**Placed standard cells**

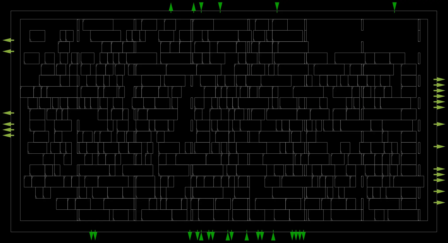
**Placement density heat map**

10 x 5 tiles, from white (low) to dark blue (high), 0 to 100% covered.
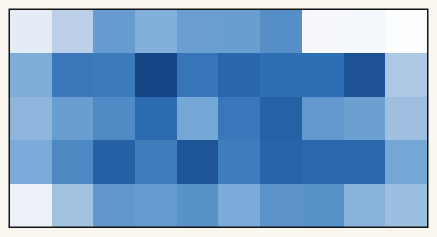
**Cells coloured by class**

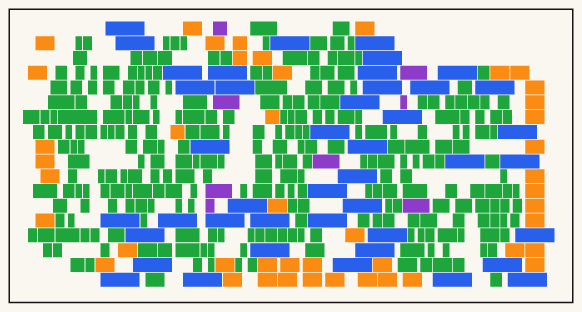
**Sequential cells grouped by signal name**

Bar = 20 um. Other sequential cells in the stronger grey, the rest of the logic in the fainter grey.
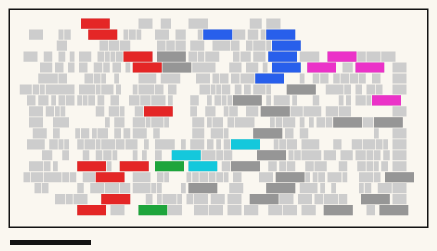
**Signal wires on met3**

Bar = 20 um.
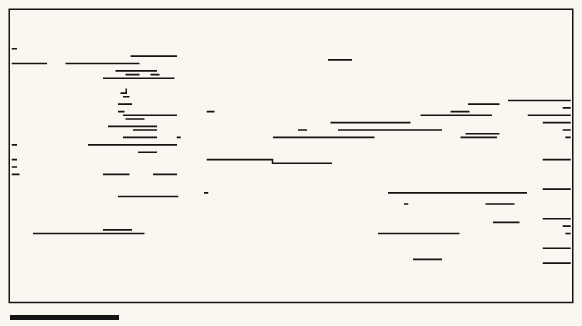
==> config.mk <==
export PLATFORM = sky130hd
export DESIGN_NAME = game_ctrl_flat
export DESIGN_NICKNAME = d
export VERILOG_FILES = /design/src/rtl/game_pkg.sv /design/src/rtl/game_ctrl_if.sv /design/src/rtl/game_ctrl_bcd_score4.sv /design/src/rtl/game_ctrl.sv /design/src/flat_wrapper.sv
export SDC_FILE = /design/constraint.sdc
export NUM_CORES = 1
export LEC_CHECK = 0
export ABC_AREA = 0
export CAP_MARGIN = 20
export CORE_ASPECT_RATIO = 0.5
export CORE_MARGIN = 2
export CORE_UTILIZATION = 54
export CTS_CLUSTER_DIAMETER = 60
export DETAILED_ROUTE_END_ITERATION = 12
export PLACE_DENSITY = 0.79
export SLEW_MARGIN = 20
export SYNTH_ARGS = -nofsm -noshare
export SYNTH_HDL_FRONTEND = slang
export SYNTH_HIERARCHICAL = 1
export SYNTH_SLANG_ARGS = --single-unit
==> constraint.sdc <==
create_clock -name clk -period 3 [get_ports clk]
set_input_delay 0.6 -clock clk [delete_from_list [all_inputs] [get_ports clk]]
set_output_delay 0.6 -clock clk [all_outputs]
set_load 0.05 [all_outputs]
==> flow_summary.toml <==
# synthesis and place-and-route metrics
[power]
combPwrFrac_pct = 28.8
p_sw_share_pct = 36.2
p_seq_share_pct = 46.3

[final_timing]
relSlewSlack_pct = 65.9
final.setup.tns_ns = 0
grt_setup_unrepaired = "no"
hold_ws_ns = 0.500

[detailed_routing]
met2_length_um = 3010
wl_met1_um = 2920
drc = 0

[place]
dp.cells = 433
dpl.hpwl_um = 4620

[synth]
synth_area_per_cell_sq_um = 7.90
top_logic_kind = "simple AND/OR/NAND/NOR gates"
ys_sh_mux_pct = 2.02

[die]
io_pins = 42
dieWidth_um = 103

[job]
warnings = 30

[critical_path]
crit_path_start_kind = "flip-flop"
crit_chain = "clkdlybuf4s50_1"
critPathMaxStageDelay_ns = 0.89

[global_route]
grt_util_all_layers_pct = 24.4

[finish]
finalNetCount = 385
drive_above_1_share_pct = 7.28

[clocking]
cts_tree = "done"
clock_sinks = 43
clk_path_buf_depth = 2

[status]
status = "complete, no violations"
Notes on 'placed standard cells' above:
filler instances: 443
Seq/total area: 27.0%
row count: 18

Notes on 'placement density heat map' above:
densest ninth of the die = centre
mean over tiles = 56%
emptiest ninth of the die = upper right
nearly empty tiles = 2.0%
tiles over 75% full = 24%
floorplan utilization: 55.1%
final core occ: 65.8%

Notes on 'cells coloured by class' above:
combinational and other logic -> green  # cells 275
sequential cells -> blue  # cells 43
remaining buffers and delay cells -> orange  # cells 45
clock drivers and dummy loads -> purple  # cells 8
Core Footprint: 0.00484 sq mm
Final Cell Area: 0.00319 sq mm

Notes on 'sequential cells grouped by signal name' above:
u_core/bus.lives -> green  # sequential cells 2
u_core/bus.state -> cyan  # sequential cells 3
u_core/bus.paddle_x -> red  # sequential cells 10
u_core/r_serve_cnt -> blue  # sequential cells 6
u_core/u_score/d1 -> magenta  # sequential cells 4, where upper right
not coloured = 18
Power Sequential: 0.663 mW
register area: 861 sq um

Notes on 'signal wires on met3' above:
nets with wire on the layer = 51
wire length on this layer = 381 um
main direction = horizontal
longest straight run = 25.3 um
share of all routed wire = 6.0%
Post-Route WL: 6360 um
total number of vias: 2661
GR Util met3: 4.16%

==> cell type report <==
type                    instances  area (sq um)
inverters                      12          45.0
clock buffers                   6          72.6
flip-flops and latches         43           861
multi-input cells             263          1670
repair buffers                 45           440
well taps                      70          87.6
clock inverters                 2          12.5
fillers                       443          1650
==> placed cells by master (no fill, tap or decap), types with 6 or more instances in the layout <==
cell	instances
nor2b_1	8
nand3_1	13
o21ai_0	19
nor2_1	40
and3_1	6
a31oi_1	6
a21oi_1	25
xor2_1	7
dfxtp_1	43
nor3_1	9
nand2b_1	9
clkdlybuf4s50_1	41
inv_1	12
ha_1	7
nand2_1	24
==> metrics by stage <==
stage	setup slack (ns)	utilization, %
final	0.611	65.8
after global routing	0.394	65.8
after CTS	0.598	65.8
after detailed placement	0.482	64.1
after global placement	0.567	64.1
after floorplan	0.605	-
Power is estimated from default activity; no workload was simulated.
